## config.mk

```make
export PLATFORM = sky130hd
export DESIGN_NAME = psum_drain_flat
export DESIGN_NICKNAME = d
export VERILOG_FILES = /design/src/rtl/psum_drain_if.sv /design/src/rtl/psum_drain.sv /design/src/flat_wrapper.sv
export SDC_FILE = /design/constraint.sdc
export NUM_CORES = 1
export LEC_CHECK = 0
export CELL_PAD_IN_SITES_DETAIL_PLACEMENT = 0
export CELL_PAD_IN_SITES_GLOBAL_PLACEMENT = 1
export CORE_ASPECT_RATIO = 0.8
export CORE_MARGIN = 10
export CORE_UTILIZATION = 30
export CTS_CLUSTER_SIZE = 14
export DETAILED_ROUTE_END_ITERATION = 6
export PLACE_DENSITY = 0.58
export SLEW_MARGIN = 30
export SYNTH_ARGS = -nofsm -noshare
export SYNTH_HDL_FRONTEND = slang
export SYNTH_SLANG_ARGS = --single-unit
```

## constraint.sdc

```tcl
create_clock -name clk -period 5.8 [get_ports clk]
set_input_delay 0.87 -clock clk [delete_from_list [all_inputs] [get_ports clk]]
set_output_delay 0.87 -clock clk [all_outputs]
set_load 0.1 [all_outputs]
```

## src/rtl/psum_drain_if.sv

```systemverilog
// Drain-side bundle: skewed column partial sums in, realigned rows out.
// The drain is the slave; whoever feeds psums and accepts rows is the master.
interface psum_drain_if #(
    parameter int COLS  = 4,
    parameter int ACC_W = 16
);
    logic [COLS*ACC_W-1:0] psum_in;
    logic [COLS-1:0]       psum_valid;
    logic [COLS*ACC_W-1:0] out_data;
    logic                  out_valid;
    logic                  out_ready;
    logic                  out_last;
    logic                  ovf;
    logic                  ovf_clr;

    modport master (
        output psum_in, psum_valid, out_ready, ovf_clr,
        input  out_data, out_valid, out_last, ovf
    );

    modport slave (
        input  psum_in, psum_valid, out_ready, ovf_clr,
        output out_data, out_valid, out_last, ovf
    );
endinterface

```

## src/rtl/psum_drain.sv

```systemverilog
// Realigns skewed per-column partial sums into rows; 1 cycle from last column capture to out_valid.
// Backpressure: row held stable while !out_ready; a full column drops its sample and sets sticky ovf.
module psum_drain #(
    parameter int COLS  = 4,
    parameter int ACC_W = 16,
    parameter int DEPTH = 4,
    parameter int ROWS  = 4
) (
    input  logic         clk,
    input  logic         rst_n,
    psum_drain_if.slave  bus
);

    localparam int AW = $clog2(DEPTH);
    localparam int CW = AW + 1;
    localparam int RW = (ROWS > 1) ? $clog2(ROWS) : 1;
    localparam logic [CW-1:0] FULL     = CW'(DEPTH);
    localparam logic [RW-1:0] LAST_ROW = RW'(ROWS - 1);

    logic [ACC_W-1:0]      mem [DEPTH][COLS];
    logic [CW-1:0]         wr_cnt [COLS];
    logic [CW-1:0]         rd_cnt;
    logic [CW-1:0]         occ [COLS];
    logic [COLS-1:0]       col_avail;
    logic [COLS-1:0]       col_full;
    logic [COLS-1:0]       wr_en;
    logic [COLS-1:0]       drop;
    logic [RW-1:0]         row_idx;
    logic [AW-1:0]         rd_slot;
    logic [COLS*ACC_W-1:0] row_dat;
    logic                  row_vld;
    logic                  pop;
    logic                  ovf_q;

    // Occupancy uses one extra counter bit so full and empty stay distinct across the wrap.
    always_comb begin
        for (int c = 0; c < COLS; c++) begin
            occ[c]       = wr_cnt[c] - rd_cnt;
            col_avail[c] = (occ[c] != '0);
            col_full[c]  = (occ[c] == FULL);
        end
    end

    assign row_vld = &col_avail;
    assign pop     = row_vld & bus.out_ready;

    // A full column may still accept when the head row leaves in the same cycle.
    always_comb begin
        for (int c = 0; c < COLS; c++) begin
            wr_en[c] = bus.psum_valid[c] & (~col_full[c] | pop);
            drop[c]  = bus.psum_valid[c] & col_full[c] & ~pop;
        end
    end

    assign rd_slot = rd_cnt[AW-1:0];

    always_comb begin
        row_dat = '0;
        for (int c = 0; c < COLS; c++) begin
            row_dat[c*ACC_W +: ACC_W] = mem[rd_slot][c];
        end
    end

    always_ff @(posedge clk or negedge rst_n) begin
        if (!rst_n) begin
            for (int d = 0; d < DEPTH; d++) begin
                for (int c = 0; c < COLS; c++) begin
                    mem[d][c] <= '0;
                end
            end
        end else begin
            for (int c = 0; c < COLS; c++) begin
                if (wr_en[c]) begin
                    mem[wr_cnt[c][AW-1:0]][c] <= bus.psum_in[c*ACC_W +: ACC_W];
                end
            end
        end
    end

    always_ff @(posedge clk or negedge rst_n) begin
        if (!rst_n) begin
            for (int c = 0; c < COLS; c++) begin
                wr_cnt[c] <= '0;
            end
            rd_cnt  <= '0;
            row_idx <= '0;
            ovf_q   <= 1'b0;
        end else begin
            for (int c = 0; c < COLS; c++) begin
                if (wr_en[c]) begin
                    wr_cnt[c] <= wr_cnt[c] + CW'(1);
                end
            end
            if (pop) begin
                rd_cnt  <= rd_cnt + CW'(1);
                row_idx <= (row_idx == LAST_ROW) ? '0 : row_idx + RW'(1);
            end
            // A drop in the same cycle as a clear keeps the flag set.
            if (|drop) begin
                ovf_q <= 1'b1;
            end else if (bus.ovf_clr) begin
                ovf_q <= 1'b0;
            end
        end
    end

    assign bus.out_data  = row_dat;
    assign bus.out_valid = row_vld;
    assign bus.out_last  = row_vld & (row_idx == LAST_ROW);
    assign bus.ovf       = ovf_q;

    hold_stable: assert property (@(posedge clk) disable iff (!rst_n)
        (row_vld && !bus.out_ready) |=> $stable(bus.out_data));

endmodule

```

## src/flat_wrapper.sv

```systemverilog
// flat-port wrapper written by rule: the top's interface ports become plain ports
module psum_drain_flat 
#(
    parameter int COLS  = 4,
    parameter int ACC_W = 16,
    parameter int DEPTH = 4,
    parameter int ROWS  = 4
)
  (clk, rst_n, bus_psum_in, bus_psum_valid, bus_out_ready, bus_ovf_clr, bus_out_data, bus_out_valid, bus_out_last, bus_ovf);
  psum_drain_if #(.COLS(COLS), .ACC_W(ACC_W)) bus_i ();
  input  logic clk;
  input  logic rst_n;
  input wire logic [$bits(bus_i.psum_in)-1:0] bus_psum_in;
  input wire logic [$bits(bus_i.psum_valid)-1:0] bus_psum_valid;
  input wire logic [$bits(bus_i.out_ready)-1:0] bus_out_ready;
  input wire logic [$bits(bus_i.ovf_clr)-1:0] bus_ovf_clr;
  output wire logic [$bits(bus_i.out_data)-1:0] bus_out_data;
  output wire logic [$bits(bus_i.out_valid)-1:0] bus_out_valid;
  output wire logic [$bits(bus_i.out_last)-1:0] bus_out_last;
  output wire logic [$bits(bus_i.ovf)-1:0] bus_ovf;
  assign bus_i.psum_in = bus_psum_in;
  assign bus_i.psum_valid = bus_psum_valid;
  assign bus_i.out_ready = bus_out_ready;
  assign bus_i.ovf_clr = bus_ovf_clr;
  assign bus_out_data = bus_i.out_data;
  assign bus_out_valid = bus_i.out_valid;
  assign bus_out_last = bus_i.out_last;
  assign bus_ovf = bus_i.ovf;
  psum_drain #(.COLS(COLS), .ACC_W(ACC_W), .DEPTH(DEPTH), .ROWS(ROWS)) u_core (.clk(clk), .rst_n(rst_n), .bus(bus_i));
endmodule
```

==> run_1/m1.png <==
Scale bar: 100 µm.
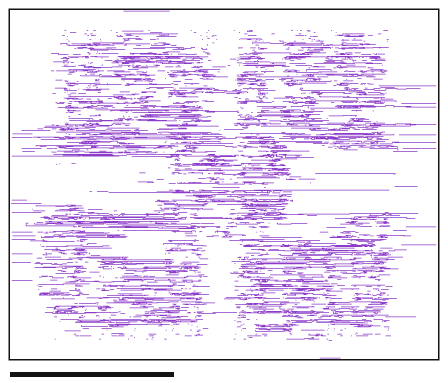
1314 nets have wire on it. The layer carries 19700 µm of wire. The wires run mostly horizontal. The longest straight run is 81.4 µm.

==> run_1/m2.png <==
Scale bar: 100 µm.
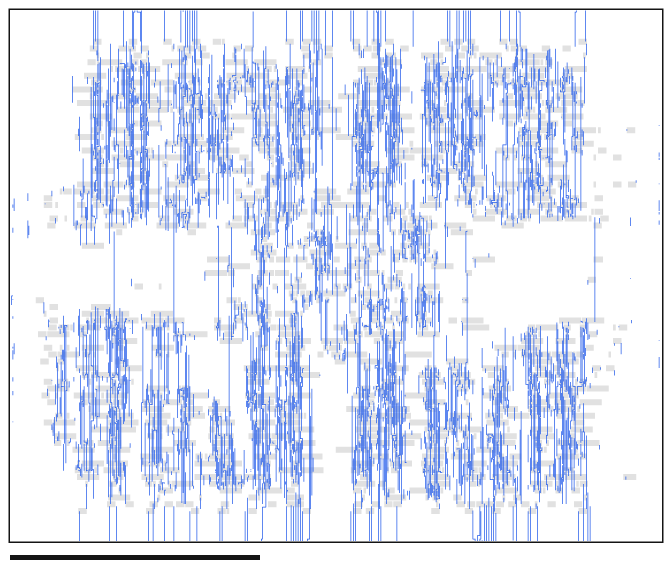
The wires run mostly vertical. The longest straight run is 77.6 µm.

==> run_1/m3.png <==
Scale bar: 100 µm.
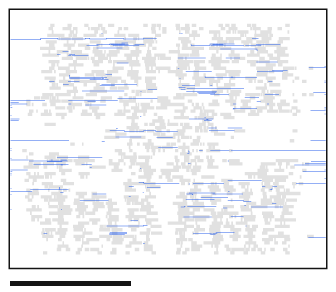
The layer holds 5.1% of the routed length. The longest straight run is 78.0 µm.

==> flow_summary.toml, run 1 <==
# implementation run metrics
[final_timing]
finalSetupViolCount = 0
slew_headroom = 0.3279
worst_slew_pin_slew_ns = 1.005
finClkSkew_ns = 0.01251

[logic_synthesis]
top_cell = "dfrtp_1"
postSynthAreaPerCell_um2 = 11.39
aoi_share = 0.1920
synthMuxAreaShare = 0.1076
synth.logic.top_family = "AND-OR/OR-AND gates"
yosysCellCount = 1222
synth_flops = 274
synth_top_flop_cell = "dfrtp_1"
synth_warnings = 0
async_flop_share = 1.000

[die]
core-area_um2 = 45810
die_height_um = 212.6
die_w_um = 260.8

[global_routing]
grt_use_total = 0.1611
grt_pass1_vias = 11670

[drt]
vias = 10970
wl_per_cell_um = 23.00
drt_iter0_markers = 914
dr.pass1.iters = 7

[status]
status = "finished clean"

[setup_path]
endpoint_kind = "primary output"
cp.required_ns = 4.93
critPathMaxStageDelay_ns = 1.01
reg2reg_from = "u_core.rd_cnt[0]"
crit_fanout = 38
r2r-end = "u_core.mem[175]"
worst-path-stages = 6

[layout]
drive_gt1_frac = 0.1449
finalNonFillerCells = 1959
most-common-layout-cells = "272 x nand2_1, 272 x dfrtp_1, 255 x o32ai_1"

[min_path]
hp-class = "input pin to asynchronous set/reset pin"

[clock_tree]
cts.sinks = 274
clock_latency_ns = 0.57

[place]
dp_hpwl_um = 26890
-- run 1: metrics by stage --
step | hold WS [ns] | area [µm²] | worst slack [ns]
floorplan | 0.4836 | 13920 | 1.133
global placement | 0.4908 | 15840 | 1.495
detailed placement | 0.5069 | 15890 | 1.445
CTS | 0.3590 | 16930 | 0.9509
global route | 0.3747 | 16960 | 0.7497
finish | 0.3145 | 16960 | 1.067
-- run 1: flip-flops by register name, summed over array words and instances, names as in the netlist --
register / flops
u_core.mem: 256
u_core.wr_cnt: 12
u_core.rd_cnt: 3
u_core.row_idx: 2
u_core.bus.ovf: 1
-- run 1: per-layer routing --
metal,up-vias,part of all wire,track usage
met4,0,0.015,0.03383
met1,5713,0.44,0.2158
met2,306,0.50,0.2696
met3,48,0.051,0.02631
li1,4902,-,-
met5,-,0,0
-- run 1: worst min-delay path by stage --
stage	from	end	cells past startpoint
2_1_floorplan	u_core.row_idx[1]	u_core.row_idx[1]	1
3_3_place_gp	u_core.row_idx[1]	u_core.row_idx[1]	1
3_5_place_dp	u_core.row_idx[1]	u_core.row_idx[1]	1
4_1_cts	rst_n	u_core.mem[189]	1
5_1_grt	rst_n	u_core.mem[189]	1
6_report	rst_n	u_core.mem[189]	1
-- run 1: cell type report --
| cell class | count | area (µm²) | share of cell area |
|---|---|---|---|
| timing repair buffer | 175 | 1670 | 0.09852 |
| antenna | 1 | 2.502 | 0.0001476 |
| sequential | 274 | 6864 | 0.4048 |
| inverter | 84 | 315.3 | 0.01860 |
| clock inverter | 13 | 168.9 | 0.009962 |
| tap | 612 | 765.7 | 0.04516 |
| clock buffer | 43 | 870.8 | 0.05136 |
| multi-input combinational | 757 | 6297 | 0.3714 |
==> run_1/m4.png <==
Scale bar: 100 µm.
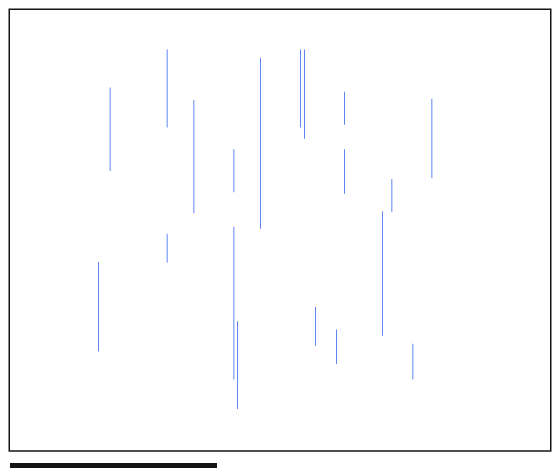

==> run 2: changes to the inputs <==
- clock period: 5.8 -> 4.6 ns (I/O delays scaled with it)
==> run_2/m4.png <==
Scale bar: 100 µm.
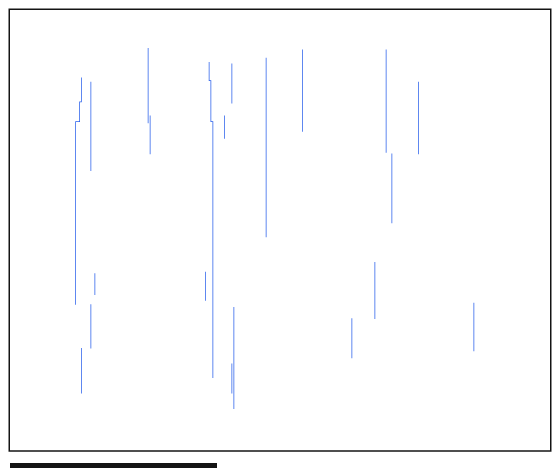
The wires run mostly vertical. 12 nets have wire on it.

==> run 2 against run 1 <==
Via count up 1.8%. Synthesized cell count unchanged. Global-route usage up 0.38 points. Setup slack worse by 0.59 ns. Register-to-register slack worse by 0.71 ns. Wire length up 2.4%. Sequential share of layout area down 0.14 points. Die area unchanged. Area after synthesis unchanged. Highest routed layer unchanged.
==> flow_summary.toml, run 2 <==
# implementation run metrics
[status]
status = "finished clean"

[logic_synthesis]
synth_flops = 274
top_cell = "dfrtp_1"
postSynthAreaPerCell_um2 = 11.39
synth_top_flop_cell = "dfrtp_1"

[layout]
drive_gt1_frac = 0.1826
most-common-layout-cells = "272 x nand2_1, 272 x dfrtp_1, 255 x o32ai_1"

[global_routing]
grt_use_total = 0.1649
grt_pass1_vias = 11720

[clock_tree]
clock_latency_ns = 0.58

[place]
dp_slack_ns = 1.010

[final_timing]
fin_hold_ws_ns = 0.5188
setup_ws_ns = 0.4813
finClkSkew_ns = 0.01886

[min_path]
hp-start = "u_core.row_idx[1]"

[drt]
drt_iter0_markers = 975

[die]
die_w_um = 260.8

[setup_path]
reg2reg_from = "u_core.rd_cnt[1]"
cp.required_ns = 3.91
==> run_2/m3.png <==
Scale bar: 100 µm.
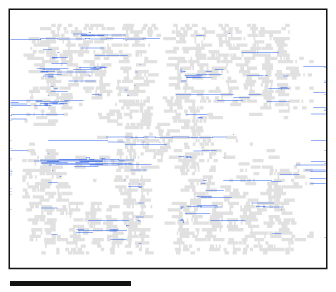
The longest straight run is 75.0 µm. The layer carries 2360 µm of wire.

-- run 2: logic make-up (layout without fill, tap and decap cells) --
kind of cell | count (synthesis) | in the layout | share of synthesized area
compound gates | 307 | 307 | 0.1920
xor+xnor | 12 | 12 | 0.009172
fa+ha+maj | 26 | 26 | 0.02338
buf+inv | 191 | 338 | 0.05952
flops | 274 | 274 | 0.4927
mux | 69 | 69 | 0.1076
simple gates | 343 | 343 | 0.1156
-- run 2: path summary, 6_finish.rpt --
| kind | endpoint | slack, ns | depth (start not counted) |
|---|---|---|---|
| worst max-delay path | bus_out_valid | 0.48 | 7 |
| worst min-delay path | u_core.row_idx[1] | 0.52 | 1 |
| worst max register to register | u_core.mem[238] | 1.07 | 9 |
| worst min register to register | u_core.row_idx[1] | 0.52 | 1 |
| max in group asynchronous | u_core.mem[110] | 2.86 | 4 |
| min in group asynchronous | u_core.mem[252] | 0.57 | 2 |
-- run 2: area by class of cell --
cell class,count,area share
Sequential cell,274,0.4034
Tap cell,612,0.04501
Timing Repair Buffer,197,0.1053
Clock inverter,14,0.007869
Inverter,84,0.01853
Clock buffer,43,0.05236
Multi-Input combinational cell,757,0.3675
-- run 2: metal layers --
layer	vias to the layer above	global-route usage
met4	0	0.03723
met5	-	0
met1	5842	0.2307
li1	4952	-
met2	317	0.2605
met3	56	0.03010
